==> config.mk <==
export PLATFORM = sky130hd
export DESIGN_NAME = uart_tx_fifo
export DESIGN_NICKNAME = d
export VERILOG_FILES = /design/src/rtl/uart_tx_fifo.sv
export SDC_FILE = /design/constraint.sdc
export NUM_CORES = 1
export LEC_CHECK = 0
export ABC_AREA = 1
export CORE_UTILIZATION = 46
export CTS_BUF_LIST = sky130_fd_sc_hd__clkbuf_8
export DETAILED_ROUTE_END_ITERATION = 12
export PLACE_DENSITY = 0.76
export SYNTH_ARGS = -nofsm -noshare
export SYNTH_HDL_FRONTEND = slang
export SYNTH_SLANG_ARGS = --single-unit
==> constraint.sdc <==
create_clock -name CLK_I -period 2.1 [get_ports CLK_I]
set_clock_uncertainty 0.15 [all_clocks]
set_input_delay 0.42 -clock CLK_I [delete_from_list [all_inputs] [get_ports CLK_I]]
set_output_delay 0.42 -clock CLK_I [all_outputs]
set_load 0.01 [all_outputs]
==> src/rtl/uart_tx_fifo.sv <==
// UART transmitter with a small transmit FIFO, frames sent back-to-back while words are queued.
// Optional parity bit compiled in with `define UART_TX_PARITY_EN (even, or odd when PARITY_ODD=1).
module uart_tx_fifo #(
  parameter int OVERSAMPLING = 16,
  parameter int BDDIVIDER    = 27,
  parameter int DATA_WIDTH   = 8,
  parameter int STOP_BITS    = 1,
  parameter int FIFO_DEPTH   = 4,
  parameter int PARITY_ODD   = 0
) (
  input  logic                          CLK_I,
  input  logic                          RST_NI,
  input  logic [DATA_WIDTH-1:0]         DATA_I,
  input  logic                          VALID_I,
  output logic                          READY_O,
  output logic                          TX_O,
  output logic                          TX_DONE_O,
  output logic                          BUSY_O,
  output logic [$clog2(FIFO_DEPTH):0]   LEVEL_O,
  output logic [2:0]                    state_dbg
);
  // Handshake: a word is taken on a rising edge where VALID_I and READY_O are both high;
  // VALID_I while READY_O is low is ignored and leaves the FIFO untouched.
  localparam int AW = $clog2(FIFO_DEPTH);
  localparam int BW = (BDDIVIDER > 1) ? $clog2(BDDIVIDER) : 1;
  localparam int TW = (OVERSAMPLING > 1) ? $clog2(OVERSAMPLING) : 1;
  localparam logic [AW:0] DEPTH_L = FIFO_DEPTH[AW:0];

  localparam logic [2:0] S_IDLE   = 3'd0;
  localparam logic [2:0] S_START  = 3'd1;
  localparam logic [2:0] S_DATA   = 3'd2;
  localparam logic [2:0] S_PARITY = 3'd3;
  localparam logic [2:0] S_STOP   = 3'd4;

  logic [2:0]            state;
  logic [DATA_WIDTH-1:0] mem [FIFO_DEPTH];
  logic [AW-1:0]         wr_ptr, rd_ptr;
  logic [AW:0]           level;
  logic [DATA_WIDTH-1:0] shreg;
  logic [BW-1:0]         baud_cnt;
  logic [TW-1:0]         tick_cnt;
  logic [3:0]            bit_idx;
  logic                  tx_q, done_q;
  logic                  push, pop, bit_end, last_stop;
`ifdef UART_TX_PARITY_EN
  logic                  par_bit;
`endif

  assign READY_O   = (level < DEPTH_L);
  assign push      = VALID_I && READY_O;
  assign bit_end   = (baud_cnt == BW'(BDDIVIDER - 1)) && (tick_cnt == TW'(OVERSAMPLING - 1));
  assign last_stop = (bit_idx == 4'(STOP_BITS - 1));
  // The head word leaves the FIFO either from idle or on the closing edge of the last stop bit.
  assign pop       = (level != '0) &&
                     ((state == S_IDLE) || ((state == S_STOP) && bit_end && last_stop));

  always_ff @(posedge CLK_I) begin
    if (push) mem[wr_ptr] <= DATA_I;
  end

  always_ff @(posedge CLK_I or negedge RST_NI) begin
    if (!RST_NI) begin
      wr_ptr <= '0;
      rd_ptr <= '0;
      level  <= '0;
    end else begin
      if (push) wr_ptr <= wr_ptr + 1'b1;
      if (pop)  rd_ptr <= rd_ptr + 1'b1;
      if (push && !pop)      level <= level + 1'b1;
      else if (!push && pop) level <= level - 1'b1;
    end
  end

  always_ff @(posedge CLK_I or negedge RST_NI) begin
    if (!RST_NI) begin
      state    <= S_IDLE;
      tx_q     <= 1'b1;
      done_q   <= 1'b0;
      shreg    <= '0;
      baud_cnt <= '0;
      tick_cnt <= '0;
      bit_idx  <= '0;
`ifdef UART_TX_PARITY_EN
      par_bit  <= 1'b0;
`endif
    end else begin
      done_q <= 1'b0;
      if (state != S_IDLE) begin
        if (bit_end) begin
          baud_cnt <= '0;
          tick_cnt <= '0;
        end else if (baud_cnt == BW'(BDDIVIDER - 1)) begin
          baud_cnt <= '0;
          tick_cnt <= tick_cnt + 1'b1;
        end else begin
          baud_cnt <= baud_cnt + 1'b1;
        end
      end
      case (state)
        S_IDLE: begin
          tx_q <= 1'b1;
          if (pop) begin
            state    <= S_START;
            tx_q     <= 1'b0;
            shreg    <= mem[rd_ptr];
            baud_cnt <= '0;
            tick_cnt <= '0;
`ifdef UART_TX_PARITY_EN
            par_bit  <= (^mem[rd_ptr]) ^ PARITY_ODD[0];
`endif
          end
        end
        S_START: begin
          if (bit_end) begin
            state   <= S_DATA;
            tx_q    <= shreg[0];
            shreg   <= shreg >> 1;
            bit_idx <= '0;
          end
        end
        S_DATA: begin
          if (bit_end) begin
            if (bit_idx == 4'(DATA_WIDTH - 1)) begin
              bit_idx <= '0;
`ifdef UART_TX_PARITY_EN
              state   <= S_PARITY;
              tx_q    <= par_bit;
`else
              state   <= S_STOP;
              tx_q    <= 1'b1;
`endif
            end else begin
              bit_idx <= bit_idx + 1'b1;
              tx_q    <= shreg[0];
              shreg   <= shreg >> 1;
            end
          end
        end
`ifdef UART_TX_PARITY_EN
        S_PARITY: begin
          if (bit_end) begin
            state   <= S_STOP;
            tx_q    <= 1'b1;
            bit_idx <= '0;
          end
        end
`endif
        S_STOP: begin
          if (bit_end) begin
            if (last_stop) begin
              done_q <= 1'b1;
              // Next queued word starts on the same edge, so frames abut with no idle gap.
              if (pop) begin
                state    <= S_START;
                tx_q     <= 1'b0;
                shreg    <= mem[rd_ptr];
                baud_cnt <= '0;
                tick_cnt <= '0;
`ifdef UART_TX_PARITY_EN
                par_bit  <= (^mem[rd_ptr]) ^ PARITY_ODD[0];
`endif
              end else begin
                state <= S_IDLE;
                tx_q  <= 1'b1;
              end
            end else begin
              bit_idx <= bit_idx + 1'b1;
            end
          end
        end
        default: begin
          state <= S_IDLE;
          tx_q  <= 1'b1;
        end
      endcase
    end
  end

  assign TX_O      = tx_q;
  assign TX_DONE_O = done_q;
  assign BUSY_O    = (state != S_IDLE);
  assign LEVEL_O   = level;
  assign state_dbg = state;
endmodule

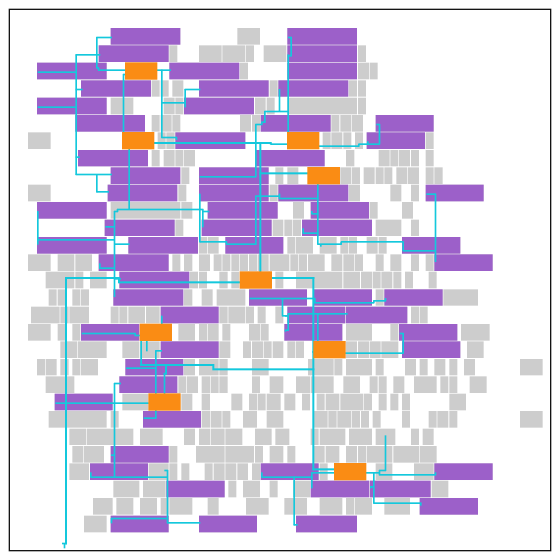
run_1/clock_map.png
- clock wires: cyan (length 749 um)
- cells driving clock nets: orange (count 9)
- flip-flops: purple (count 65)
- routed clock nets: 10

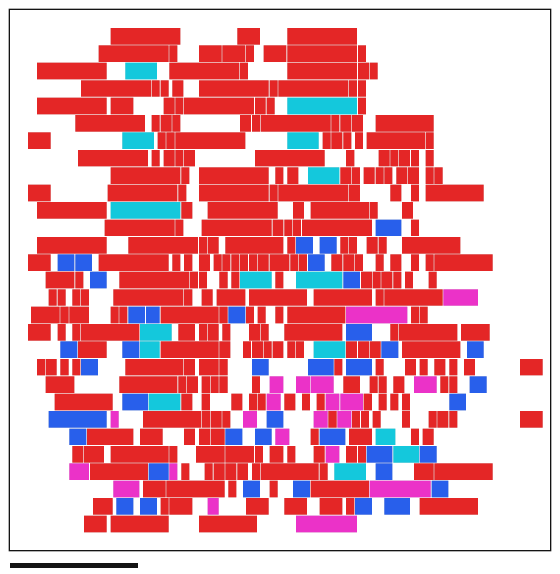
run_1/drive_strength.png
Scale bar: 20 um.
- drive 1 or less: red (cells 309)
- drive 6 and up: cyan (cells 15)
- drive 3 to 4: blue (cells 40)
- drive 2: magenta (cells 21)

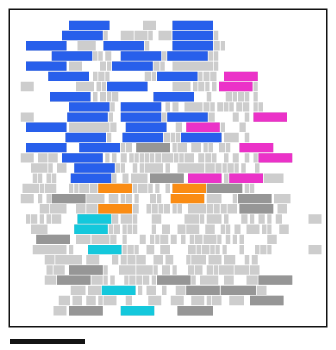
run_1/registers.png
Scale bar: 20 um. Other sequential cells in the stronger gray, the rest of the logic in the fainter gray.
- mem: blue (placed flops 32)
- tick_cnt: orange (placed flops 4; where middle)
- shreg: magenta (placed flops 8)
- baud_cnt: cyan (placed flops 5)
- not colored: 16

run 1: worst paths after layout:
path,start,to,cells past startpoint
max,bit_idx[0]$_DFFE_PN0P_,LEVEL_O[1]$_DFFE_PN0P_,11
min,RST_NI,LEVEL_O[0]$_DFFE_PN0P_,2
max reg2reg,bit_idx[0]$_DFFE_PN0P_,LEVEL_O[1]$_DFFE_PN0P_,11
min reg2reg,shreg[5]$_DFFE_PN0P_,shreg[5]$_DFFE_PN0P_,2
max in group asynchronous,RST_NI,TX_O$_DFFE_PN1P_,2
min in group CLK_I,shreg[5]$_DFFE_PN0P_,shreg[5]$_DFFE_PN0P_,2
run 1: through the flow:
step           TNS, ps  cells  hold WS (ps)  instance area [sq um]  worst slack (ps)
5_1_grt           -449    462           351                   3850              -258
2_1_floorplan     -224    326         -25.6                   3140              -129
3_3_place_gp      -201    445           306                   3620              -124
6_report          -155    462           328                   3850              -122
3_5_place_dp      -284    445           317                   3620              -145
4_1_cts           -220    461           335                   3850              -145
run 1: power breakdown:
part,leakage [nW],switching [W],internal [W],total [W]
combinational,0.986,0.000285,0.000259,0.000545
sequential,0.687,0.0000615,0.00149,0.00155
clock,0.106,0.000500,0.000678,0.00118
total,1.78,0.000847,0.00243,0.00327
run 1: state kept, by name, summed over array words and instances (netlist names):
name       count
baud_cnt       5
wr_ptr         2
shreg          8
rd_ptr         2
LEVEL_O        3
bit_idx        4
TX_O           1
mem           32
TX_DONE_O      1
tick_cnt       4
state_dbg      3
run 1: final cells by class:
cell class                 instances  share of cell area
tap                               77              0.0250
multi-input combinational        224               0.314
timing repair buffer              48               0.106
sequential                        65               0.464
clock buffer                       9              0.0321
inverter                          32              0.0318
clock inverter                     7              0.0263
==> results.txt, run 1 <==
run metrics: initial antenna violation count 0, Die Y 84.3 um, ys cells between 300 and 400, Port-buffer cells 20, CP max stage cell fa_1, clk sinks 65, WS Path Type reg -> reg, Worst Tran Pin Value roughly 470 ps, Syn Nets about 350, cts hold-fix bufs 0, first-pass GRT wire length 9.88 mm, busiest grt layer met2, I/O pins 21, Seq share, synth 0.573, largest net degree at the start of global routing 34, Max Fclk 0.450 GHz, family with the most delay on the worst path adder cells, Comb gate area 1210 sq um, WP buf/inv 2, violated checks setup timing, maximum vdd drop 490 uV, dominant cell type by area after synthesis edfxtp_1, yosys aoi share 0.0481, crit path max fanout 2, vias in the first global route 2176, clk latency late pin 340 ps, average routed wire per standard cell 12.8 um, gr usage total 0.181, DRT met1 WL 2.69 mm, unrepaired setup endpoints after global routing yes, vias per cell 5.04, Dominant Register Cell edfxtp_1, chip area 7110 sq um, most used cell along the critical path nand2_2, Lkg Pwr 1.78 nW, Placeable Area about 6500 sq um, Clock H-tree levels 3, GR Overflow Total 0, DRT iter0 DRCs 119, worst setup margin -122 ps, # fillers ~530, MUX share of area 0.00361, DR top layer met4, Met3 Routed Length 233 um, detailed-route via count 2330, die width 84.3 um, synthesized area 3120 sq um, outcome finished, violations left, setup violators final 2, DP Wirelength 4.26 mm, Critical Path End Type register, area grow syn2layout 23.6%, fp util 0.483, routed wire length 5.89 mm, root buffer cell clkbuf_8, Critical Path Start Type register, tool warnings 34, met2 routed WL 2.88 mm, DRC violations left 0, Synth logic family simple AND/OR/NAND/NOR gates, TritonCTS buffer count 9, Post-Synth Adder-Cell Area 0.0465, top area contributor share 0.308
==> run 2, diff against run 1 <==
- SKIP_LAST_GASP: unset -> 1
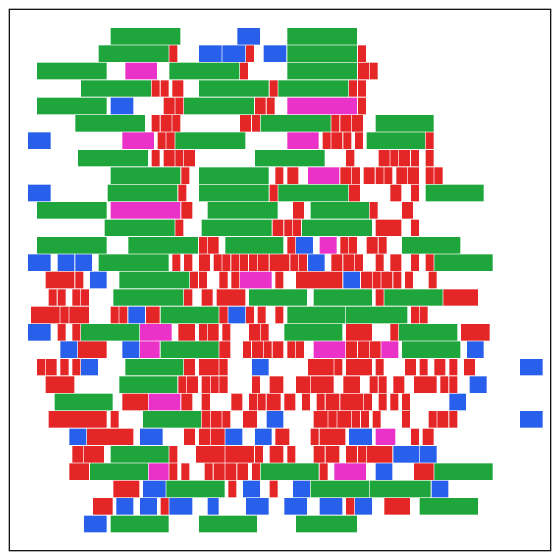
run_2/cell_classes.png
- flip-flops: green (cells 65; share of their area 48%)
- other buffers and delay cells: blue (cells 48; share of their area 11%)
- clock drivers and dummy loads: magenta (cells 16; share of their area 6.0%)
- all other logic: red (cells 256; share of their area 35%)

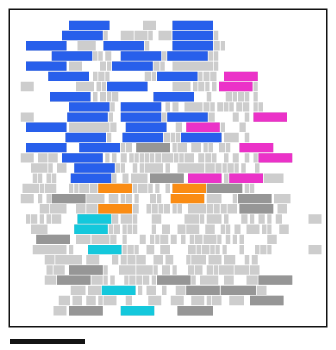
run_2/registers.png
Scale bar: 20 um. Other sequential cells in the stronger gray, the rest of the logic in the fainter gray.
- shreg: magenta (placed flops 8)
- baud_cnt: cyan (placed flops 5)
- tick_cnt: orange (placed flops 4; where middle)
- mem: blue (placed flops 32)

==> run 2 against run 1 <==
The flow still finishes with violations (setup timing); first-iteration DRC count unchanged; die size is the same; global-route usage hardly changed; final cell count stayed put; largest power group unchanged; clock power is essentially flat; area after synthesis is the same; non-clock buffer count is the same; combinational power barely moved; routed wire length unchanged; synthesized cell count stayed put; flip-flop count did not move; critical endpoint unchanged; via count is the same.
==> results.txt, run 2 <==
run metrics: top-count cell post-synth nand2_1 (unchanged), Die Y 84.3 um (unchanged), Max Fclk 0.450 GHz (unchanged), Placed Cells 445 (unchanged), clk sinks 65 (unchanged), Sw Share 0.259 (unchanged), max-slew violation count 0 (unchanged), GR Util met2 0.299 (unchanged), GR Overflow Total 0 (unchanged), # Max-Cap Violations 0 (unchanged), crit share post-route 1.06 (unchanged), violated checks setup timing (unchanged), vias in the first global route 2176 (unchanged), crit path max fanout 2 (unchanged), initial antenna violation count 0 (unchanged), DR top layer met4 (unchanged), setup violators final 2 (unchanged), worst setup margin -122 ps (unchanged), clock-net power 0.00118 W (about the same), Critical Path Start Type register (unchanged), Placeable Area 6460 sq um (unchanged), met2 routed WL 2.88 mm (unchanged), chip area 7110 sq um (unchanged), root buffer cell clkbuf_8 (unchanged), Clock power frac 0.360 (about the same), maximum vdd drop 490 uV (unchanged), vias per cell 5.04 (unchanged), top flop regs mem (32), shreg (8), baud_cnt (5) (unchanged), max_slew headroom 0.686 (unchanged), detailed-route via count 2330 (unchanged), WS Path Type reg -> reg (unchanged), clk latency late pin 340 ps (about the same), Finished Cell Area 3850 sq um (unchanged), #FFs+latches synth 65 (unchanged), I/O pins 21 (unchanged), Worst Tran Pin Value 468 ps (unchanged), DRT iter0 DRCs 119 (unchanged), worst hold margin 328 ps (unchanged), Syn Nets 348 (unchanged), Post-Synthesis Cells 326 (unchanged), number of enable flip-flop cells 32 (unchanged), die width 84.3 um (unchanged), final net count 402 (unchanged), gr usage total 0.181 (about the same), P_int 0.00243 W (unchanged), busiest grt layer met2 (unchanged), routed wire length 5.89 mm (unchanged), Clock H-tree levels 3 (unchanged), ys cells 326 (unchanged), Met3 Routed Length 233 um (unchanged), area grow syn2layout 23.6% (unchanged), Max power group registers (unchanged), Seq power 0.00155 W (about the same), fp util 0.483 (unchanged), Largest Register mem (unchanged), cts hold-fix bufs 0 (unchanged), pre-CTS WS -145 ps (unchanged), Lkg Pwr 1.78 nW (unchanged), Dominant Register Cell edfxtp_1 (unchanged), top area contributor share 0.308 (unchanged), DP Wirelength 4.26 mm (unchanged), average routed wire per standard cell 12.8 um (unchanged), unrepaired setup endpoints after global routing yes (unchanged), outcome finished, violations left (unchanged), final std cells w/o fill 462 (unchanged), met3 Resource Use GR 0.0413 (unchanged), Port-buffer cells 20 (unchanged), Final TNS setup -155 ps (unchanged), Post-synth ARST share 0.508 (unchanged), number of failing hold endpoints at the final stage 0 (unchanged), Reg power frac 0.474 (about the same), synthesized area 3120 sq um (unchanged), DRC violations left 0 (unchanged), most used logic cell in the final layout nand2_1 (unchanged), Comb. pwr 0.000545 W (about the same), tool warnings 34 (unchanged), DP Area 3620 sq um (unchanged), Net Switching 0.000847 W (unchanged), dominant cell type by area after synthesis edfxtp_1 (unchanged), DRT met1 WL 2.69 mm (unchanged), number of flip-flops in the largest register 32 (unchanged), Seq share, synth 0.573 (unchanged), Critical Path End Type register (unchanged), largest net degree at the start of global routing 34 (unchanged), Comb pwr share 0.166 (about the same), TritonCTS buffer count 9 (unchanged), first-pass GRT wire length 9.87 mm (was 9.88 mm)
## run 2: cell counts after synthesis
No cell type changed its count.
## run 2: kinds of logic (layout without fill, tap and decap cells)
logic type | Yosys count | after routing | synth area share
buf+inv | 37 | 96 | 0.0469
fa+ha+maj | 11 | 11 | 0.0465
simple gates | 176 | 176 | 0.265
compound gates | 30 | 30 | 0.0481
mux | 1 | 1 | 0.00361
xor+xnor | 6 | 6 | 0.0168
flops | 65 | 65 | 0.573
## run 2: worst max-delay path, stage by stage (launching register included)
cell     delay [ps]
dfrtp_1         390
inv_1            90
ha_2            190
nand3_2         110
nor2_4          110
nand2_2          70
nand2_2          80
nand2_4          60
ha_4            150
inv_2            50
fa_1            400
mux2_2          260
## run 2: final cells by class
| type | instances | area (sq um) |
|---|---|---|
| Fill cell | 534 | 2600 |
| Sequential cell | 65 | 1790 |
| Multi-Input combinational cell | 224 | 1210 |
| Timing Repair Buffer | 48 | 409 |
| Clock buffer | 9 | 124 |
| Inverter | 32 | 123 |
| Clock inverter | 7 | 101 |
| Tap cell | 77 | 96.3 |
## run 2: final timing paths
check	start	endpoint	slack [ps]	depth (start not counted)
min in group CLK_I	shreg[5]$_DFFE_PN0P_	shreg[5]$_DFFE_PN0P_	330	2
hold reg to reg	shreg[5]$_DFFE_PN0P_	shreg[5]$_DFFE_PN0P_	330	2
setup / recovery	bit_idx[0]$_DFFE_PN0P_	LEVEL_O[1]$_DFFE_PN0P_	-120	11
hold / removal	RST_NI	LEVEL_O[0]$_DFFE_PN0P_	330	2
max in group asynchronous	RST_NI	TX_O$_DFFE_PN1P_	1130	2
setup reg to reg	bit_idx[0]$_DFFE_PN0P_	LEVEL_O[1]$_DFFE_PN0P_	-120	11
run_2/clock_map.png
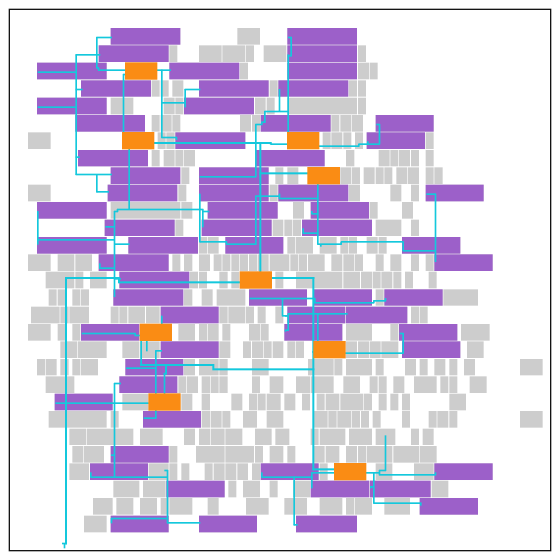

==> run 3, diff against run 2 <==
- REMOVE_ABC_BUFFERS: unset -> 1
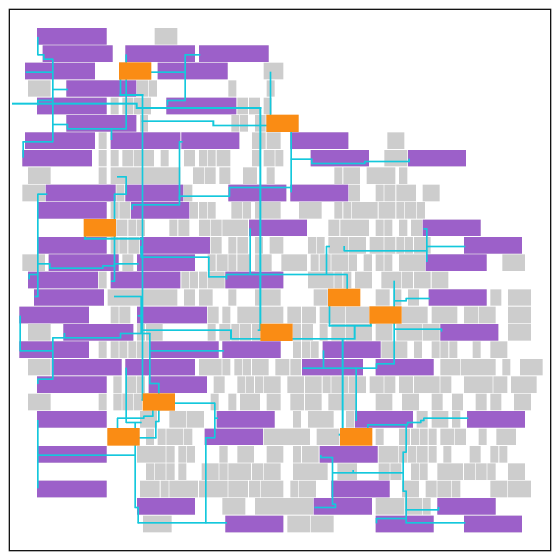
run_3/clock_map.png
- clock wires: cyan (length 847 um)
- cells driving clock nets: orange (count 9)
- flip-flops: purple (count 65)
- flops lie: spread over the die

==> run 3 against run 2 <==
The flow finishes with violations (DRC, setup timing); non-clock buffer count is 16 higher; register-to-register slack worse by 70 ps; first-iteration DRC count is 15% lower; hold slack worse by 4.2 ps; largest power group unchanged; highest routed layer unchanged.
==> results.txt, run 3 <==
run metrics: Worst Tran Pin Value 486 ps (was 468 ps), Die Y 84.3 um (unchanged), Largest Register mem (unchanged), DP Area 3630 sq um (was 3620 sq um), number of flip-flops in the largest register 32 (unchanged), max_slew headroom 0.674 (was 0.686), max-slew violation count 0 (unchanged), area grow syn2layout 30.4% (was 23.6%), number of failing hold endpoints at the final stage 0 (unchanged), routed wire length 6.47 mm (was 5.89 mm), initial antenna violation count 0 (unchanged), Post-synth ARST share 0.508 (unchanged), outcome finished, violations left (unchanged), crit share post-route 1.09 (was 1.06), Finished Cell Area 4070 sq um (was 3850 sq um), vias in the first global route 2461 (was 2176), unrepaired setup endpoints after global routing yes (unchanged), violated checks DRC, setup timing (was setup timing), DRC violations left 4 (was 0), WP buf/inv 3 (was 2), GR Util met2 0.335 (was 0.299), TritonCTS buffer count 9 (unchanged), synthesized area 3120 sq um (unchanged), clk latency late pin 350 ps (was 340 ps), CP max stage cell fa_1 (unchanged), crit path max fanout 2 (unchanged), setup violators final 10 (was 2), met3 Resource Use GR 0.0698 (was 0.0413), Largest stage delay, worst path 400 ps (about the same), cts hold-fix bufs 0 (unchanged), worst hold margin 324 ps (was 328 ps), Lkg Pwr 1.88 nW (was 1.78 nW), most used cell along the critical path nand2_2 (unchanged), largest net degree at the start of global routing 34 (unchanged), worst setup margin -197 ps (was -122 ps), Seq share, synth 0.573 (unchanged), family with the most delay on the worst path adder cells (unchanged), vias per cell 5.14 (was 5.04), root buffer cell clkbuf_8 (unchanged)
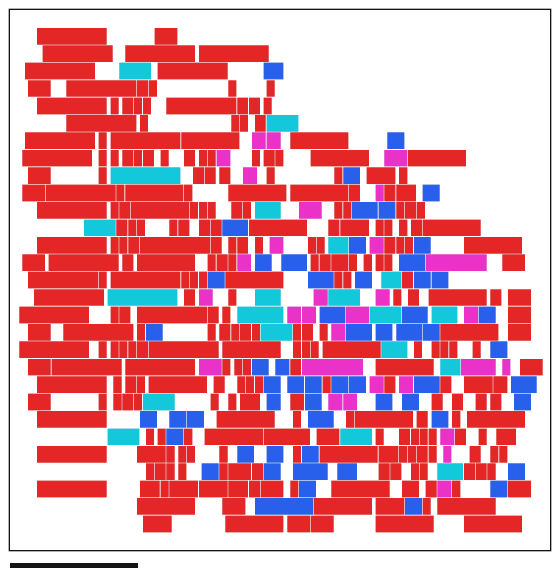
run_3/drive_strength.png
Scale bar: 20 um.
- drive 1 or less: red (cells 294)
- drive 3 to 4: blue (cells 58)
- drive 2: magenta (cells 30)
- drive 6 and up: cyan (cells 20)

run 3: cell type report:
class                   count  area [sq um]
flip-flops and latches     65          1790
clock buffers               9           124
multi-input cells         225          1280
fillers                   512          2390
well taps                  77          96.3
inverters                  32           130
clock inverters             7           103
repair buffers             64           549
run 3: metrics by stage:
step | utilization | setup slack, ps | power (W)
floorplan | - | -223 | 0.00184
CTS | 0.608 | -123 | 0.00338
global route | 0.630 | -303 | 0.00351
detailed placement | 0.562 | -201 | 0.00213
finish | 0.630 | -197 | 0.00335
global placement | 0.562 | -135 | 0.00209
run 3: worst paths after layout:
path                                          end  slack, ps  depth (start not counted)
max in group asynchronous        TX_O$_DFFE_PN1P_       1130                          2
min in group CLK_I           shreg[2]$_DFFE_PN0P_        340                          2
setup / recovery           LEVEL_O[1]$_DFFE_PN0P_       -200                         13
hold reg to reg              shreg[2]$_DFFE_PN0P_        340                          2
hold / removal              baud_cnt[4]$_DFF_PN0_        320                          2
setup reg to reg           LEVEL_O[1]$_DFFE_PN0P_       -200                         13
run 3: repair_timing:
item	in CTS	in global routing
endpoints found under the setup margin	3	24
cloned	0	1
resized	8	34
pin swaps	3	15
buffers inserted	6	9
run 3: report_power, final:
part | leakage (nW) | internal (W) | switching, W
clock | 0.110 | 0.000680 | 0.000533
sequential | 0.687 | 0.00149 | 0.0000527
combinational | 1.08 | 0.000290 | 0.000305
total | 1.88 | 0.00246 | 0.000892
run 3: logic make-up after synthesis:
| kind of cell | synth area share |
|---|---|
| AND-OR/OR-AND | 0.0481 |
| AND/OR/NAND/NOR | 0.265 |
| flip-flops | 0.573 |
| adder cells (fa/ha/maj) | 0.0465 |
| XOR/XNOR | 0.0168 |
| multiplexers | 0.00361 |
| buffers and inverters | 0.0469 |
Power figures rest on the tool's default switching activity, not on a simulated workload.
